===== config.mk =====
export PLATFORM = sky130hd
export DESIGN_NAME = clock_controller
export DESIGN_NICKNAME = d
export VERILOG_FILES = /design/src/rtl/clock_pkg.sv /design/src/rtl/step_counter.sv /design/src/rtl/clock_controller.sv
export SDC_FILE = /design/constraint.sdc
export NUM_CORES = 1
export LEC_CHECK = 0
export ABC_AREA = 1
export CAP_MARGIN = 20
export CORE_MARGIN = 2
export CORE_UTILIZATION = 45
export CTS_CLUSTER_SIZE = 10
export DETAILED_ROUTE_END_ITERATION = 10
export GPL_TIMING_DRIVEN = 0
export PLACE_DENSITY = 0.7
export SKIP_LAST_GASP = 1
export SYNTH_ARGS = -nofsm -noshare
export SYNTH_HDL_FRONTEND = slang
export SYNTH_SLANG_ARGS = --single-unit

===== constraint.sdc =====
create_clock -name i_clock -period 1.5 [get_ports i_clock]
set_clock_uncertainty 0.05 [all_clocks]
set_input_delay 0.225 -clock i_clock [delete_from_list [all_inputs] [get_ports i_clock]]
set_output_delay 0.225 -clock i_clock [all_outputs]
set_load 0.05 [all_outputs]

===== src/rtl/clock_pkg.sv =====
// Shared definitions for the core clock run/halt/step sequencer.
// State encoding is visible on the debug port, so it is fixed here once.
package clock_pkg;

  localparam int STATE_W = 2;

  typedef enum logic [STATE_W-1:0] {
    STATE_HALTED = 2'd0,
    STATE_RUN    = 2'd1,
    STATE_STEP   = 2'd2
  } state_t;

  // The clock-enable is asserted exactly in the states that let the core advance.
  function automatic logic state_enables(input state_t s);
    return (s == STATE_RUN) || (s == STATE_STEP);
  endfunction

endpackage


===== src/rtl/step_counter.sv =====
// Loadable down-counter holding the remaining length of a step burst.
// o_last flags the final cycle of the burst (remaining == 1).
module step_counter
  import clock_pkg::*;
#(
  parameter int COUNT_WIDTH = 16
) (
  input  logic                   i_clock,
  input  logic                   i_reset_n,
  input  logic                   i_load,
  input  logic [COUNT_WIDTH-1:0] i_value,
  input  logic                   i_dec,
  output logic                   o_last
);

  logic [COUNT_WIDTH-1:0] r_remaining;

  always_ff @(posedge i_clock) begin
    if (!i_reset_n) begin
      r_remaining <= '0;
    end else if (i_load) begin
      r_remaining <= i_value;
    end else if (i_dec) begin
      r_remaining <= r_remaining - COUNT_WIDTH'(1);
    end
  end

  assign o_last = (r_remaining == COUNT_WIDTH'(1));

endmodule


===== src/rtl/clock_controller.sv =====
// Run/halt/single-step sequencer producing a registered core clock-enable,
// with breakpoint handling and a wrapping count of enabled cycles.
module clock_controller
  import clock_pkg::*;
#(
  parameter int COUNT_WIDTH = 16,
  parameter int CYCLE_WIDTH = 32
) (
  input  logic                   i_clock,
  input  logic                   i_reset_n,
  input  logic                   i_run,
  input  logic                   i_halt,
  input  logic                   i_step,
  input  logic [COUNT_WIDTH-1:0] i_step_count,
  input  logic                   i_break,
  input  logic                   i_clear,
  output logic                   o_enable,
  output logic                   o_done,
  output logic [STATE_W-1:0]     o_state,
  output logic [CYCLE_WIDTH-1:0] o_cycles
);

  // Command interface: i_run/i_halt/i_step/i_clear are single-cycle pulses
  // sampled on every rising edge; there is no ready, so every cycle accepts one.
  state_t                 r_state;
  logic                   r_enable;
  logic                   r_done;
  logic [CYCLE_WIDTH-1:0] r_cycles;

  state_t                 w_state_next;
  logic                   w_done_next;
  logic                   w_load;
  logic                   w_dec;
  logic                   w_last;
  logic                   w_step_go;
  logic                   w_busy;
  logic [CYCLE_WIDTH-1:0] w_cycles_next;

  step_counter #(
    .COUNT_WIDTH(COUNT_WIDTH)
  ) u_step_counter (
    .i_clock  (i_clock),
    .i_reset_n(i_reset_n),
    .i_load   (w_load),
    .i_value  (i_step_count),
    .i_dec    (w_dec),
    .o_last   (w_last)
  );

  // A zero-length step is a no-op so a same-cycle run still gets through.
  assign w_step_go = i_step && (i_step_count != '0);
  assign w_busy    = (r_state == STATE_RUN) || (r_state == STATE_STEP);

  always_comb begin
    w_state_next = STATE_HALTED;
    w_done_next  = 1'b0;
    w_load       = 1'b0;
    w_dec        = 1'b0;
    if (i_halt) begin
      w_state_next = STATE_HALTED;
    end else if (i_break) begin
      w_state_next = STATE_HALTED;
      w_done_next  = w_busy;
    end else if (w_step_go) begin
      w_state_next = STATE_STEP;
      w_load       = 1'b1;
    end else if (i_run) begin
      w_state_next = STATE_RUN;
    end else begin
      case (r_state)
        STATE_RUN: w_state_next = STATE_RUN;
        STATE_STEP: begin
          if (w_last) begin
            w_state_next = STATE_HALTED;
            w_done_next  = 1'b1;
          end else begin
            w_state_next = STATE_STEP;
            w_dec        = 1'b1;
          end
        end
        default: w_state_next = STATE_HALTED;
      endcase
    end
  end

  always_comb begin
    w_cycles_next = r_cycles;
    if (i_clear) begin
      w_cycles_next = '0;
    end else if (r_enable) begin
      w_cycles_next = r_cycles + CYCLE_WIDTH'(1);
    end
  end

  always_ff @(posedge i_clock) begin
    if (!i_reset_n) begin
      r_state  <= STATE_HALTED;
      r_enable <= 1'b0;
      r_done   <= 1'b0;
      r_cycles <= '0;
    end else begin
      r_state  <= w_state_next;
      r_enable <= state_enables(w_state_next);
      r_done   <= w_done_next;
      r_cycles <= w_cycles_next;
    end
  end

  assign o_enable = r_enable;
  assign o_done   = r_done;
  assign o_state  = r_state;
  assign o_cycles = r_cycles;

endmodule


==> notes.md <==
Reports from this run.

- The run finished, with violations left.
- The final reports fail on negative setup slack.
- The total iterations of the first detailed-routing run is 6.
- By area, combinational gates come first.
- The launching element of the worst setup path reads u_step_counter.r_remaining[1].
- The count of endpoints failing setup in the final report reads 18.
- The TritonCTS buffer count is 5.
- The count of clock buffers in the final design is 7.
- After its last routability iteration, the placer logged a weighted congestion of 0.889.
- The register with the most flip-flops in the layout has 32 of them.
- The remaining max-slew budget at the tightest pin reads between 50 and 60%.
- The max-slew violation count is 0.
- STA classifies the critical path startpoint as a flip-flop.
- The area added between synthesis and finish reads 48.2%.
- The met2 routed wirelength is 4.50 mm.
- The final count of hold timing violations is 0.
- The slack of the critical path is -120 ps.
- The actual transition at the worst max-transition pin is roughly 630 ps.
- The number of sinks driven by the clock tree reads 52.
- The logic gate share of total power is 19.4%.
- The die extent in y reads 88.1 um.
- The number of cells reported by Yosys stat comes to 531.
- The slowest cell on the critical path reads dfxtp_2.
- The leakage power in the latest report is 0.00210 uW.
- The post-synthesis average cell area reads between 5 and 6 sq um.
- The count of standard-cell rows reads 30.
- The pin count of the biggest net entering global routing reads 17.
- The post-route report lists met1 wire length as 4.50 mm.
- In this run the top signal layer used is met4.
- The number of cells in the finished layout apart from fillers is slightly above 700.
- The multi-input gate area in the final layout is 2280 sq um.
- The tally of nets with antenna violations remaining after routing is 0.
- The maximum fanout along the worst path reads 8.
- The maximum cell stage delay along the critical path reads 340 ps.
==> layout by cell type, fill, tap and decap left out, types with 17 or more instances in the layout <==
master	instances
nand2_1	128
nor2_1	77
inv_1	62
nand3_1	31
buf_4	27
nand3_2	24
clkbuf_2	22
dfxtp_2	21
nor2_2	19
dfxtp_1	18
nor2_4	17
a21oi_1	17
clkdlybuf4s50_1	17
==> worst paths after layout <==
kind                                                  endpoint  slack (ps)  cells after the start
worst max-delay path            u_step_counter.r_remaining[12]        -120                     12
worst min-delay path             u_step_counter.r_remaining[9]         210                      3
worst max register to register  u_step_counter.r_remaining[12]        -120                     12
worst min register to register                     o_cycles[0]         440                      1
==> synth_stat cells <==
| library cell | number |
|---|---|
| nand2_1 | 144 |
| nor2_1 | 105 |
| inv_1 | 69 |
| nand3_1 | 55 |
| dfxtp_1 | 52 |
| o21ai_0 | 20 |
| a21oi_1 | 17 |
| nand4_1 | 15 |
| nor3_1 | 9 |
| nor2_2 | 7 |
| buf_2 | 5 |
| ha_1 | 5 |
| xor2_1 | 5 |
| o21a_1 | 4 |
| buf_4 | 2 |
| nand3_2 | 2 |
| nand3b_1 | 2 |
| a211o_1 | 1 |
| a211oi_1 | 1 |
| and2_2 | 1 |
| buf_1 | 1 |
| clkbuf_1 | 1 |
| inv_2 | 1 |
| nand2_2 | 1 |
| nor2_4 | 1 |
| nor3_2 | 1 |
| nor3b_1 | 1 |
| nor3b_2 | 1 |
| nor4_1 | 1 |
| o21bai_1 | 1 |
==> metrics by stage <==
stage                     hold slack [ps]  power, uW  TNS, ps
after floorplan                       292       1740    -65.2
after global placement                405       1890   -15940
after detailed placement              415       1890   -15690
after CTS                             187       2880    -1190
after global routing                  203       3080    -3640
final                                 213       2930     -905
### Sequential cells coloured by netlist name

Other sequential cells in the stronger grey, the rest of the logic in the fainter grey.
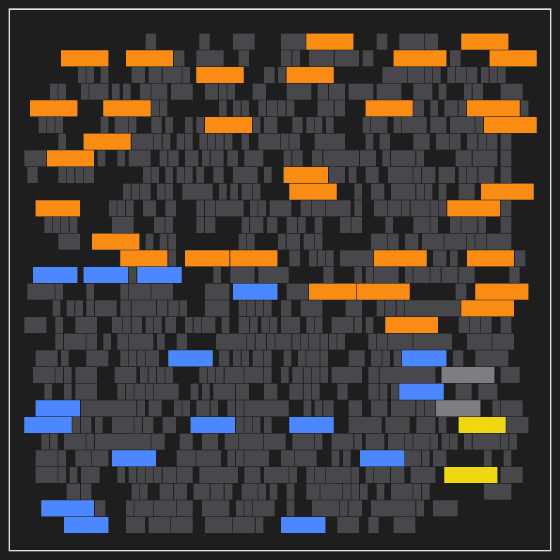
o_cycles -> orange  # placed flops 32
o_state -> yellow  # placed flops 2
u_step_counter.r_remaining -> blue  # placed flops 16
not coloured = 2
Register Area: 1120 sq um
final core area utilization: 69.1%
sequential share of cell area: 23.6%
reported sequential group power: 1410 uW

### Routing congestion

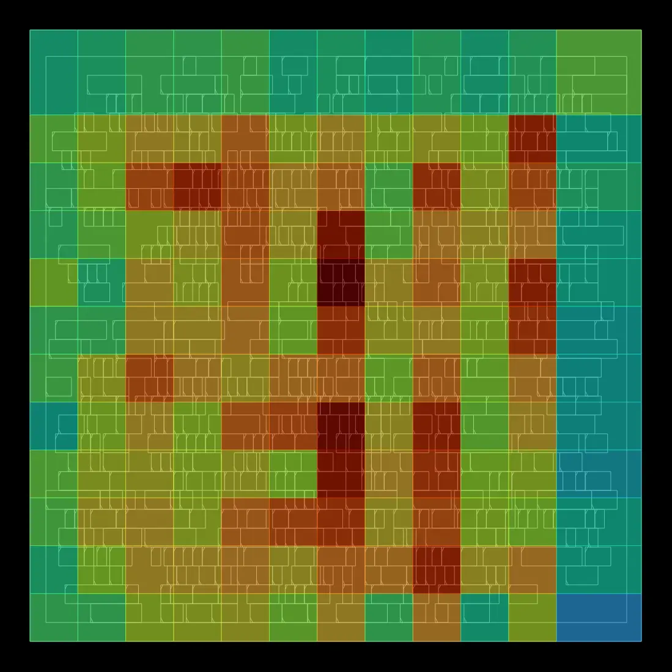
Global Route met3 Usage: 3.30%
overall routing resource usage: 23.7%
GRT met2 Usage: 37.2%

### Wires at chosen ports, followed through buffers

The bar under the picture is 20 um long.
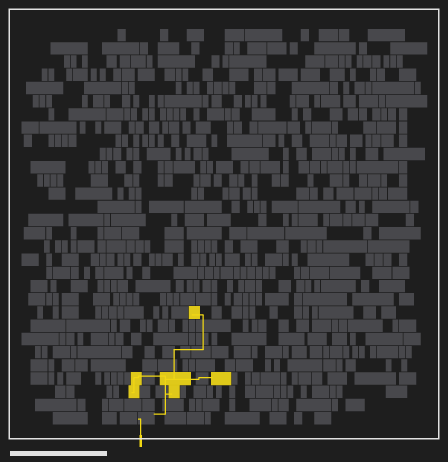
i_step -> yellow  # bits 1, direction input, end cells 6, buffers 1, wire 57.4 um
top-level port count: 59
port bufs: 57

### Clock network drawn from the DEF

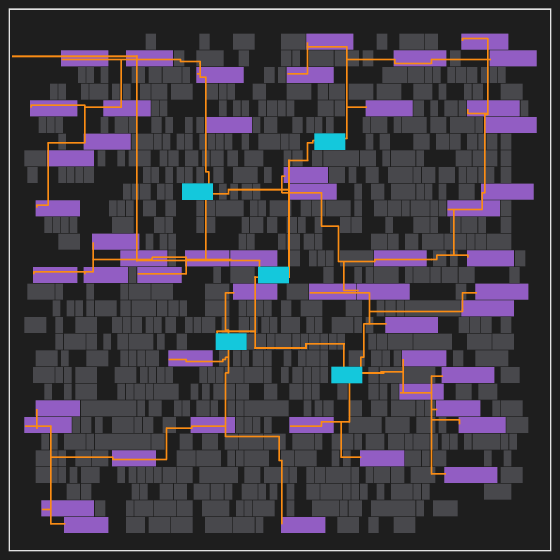
flip-flops -> purple  # count 52
cells driving clock nets -> cyan  # count 5
clock wires -> orange  # length 726 um
routed clock nets = 6
clk ins delay skew pair: 320 ps
Clk pwr share: 32.4%
power of the clock network: 949 uW

### The metal 1 layer

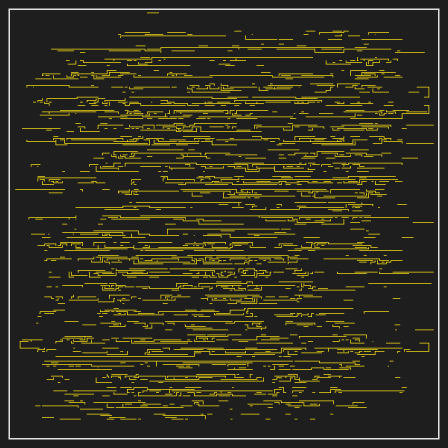
share of all routed wire = 46%
main direction = horizontal
Post-Route WL: 9.86 mm
met1 layer usage reported by global route: 34.6%
vias after detailed routing: 3725

Power and IR drop assume default switching activity.
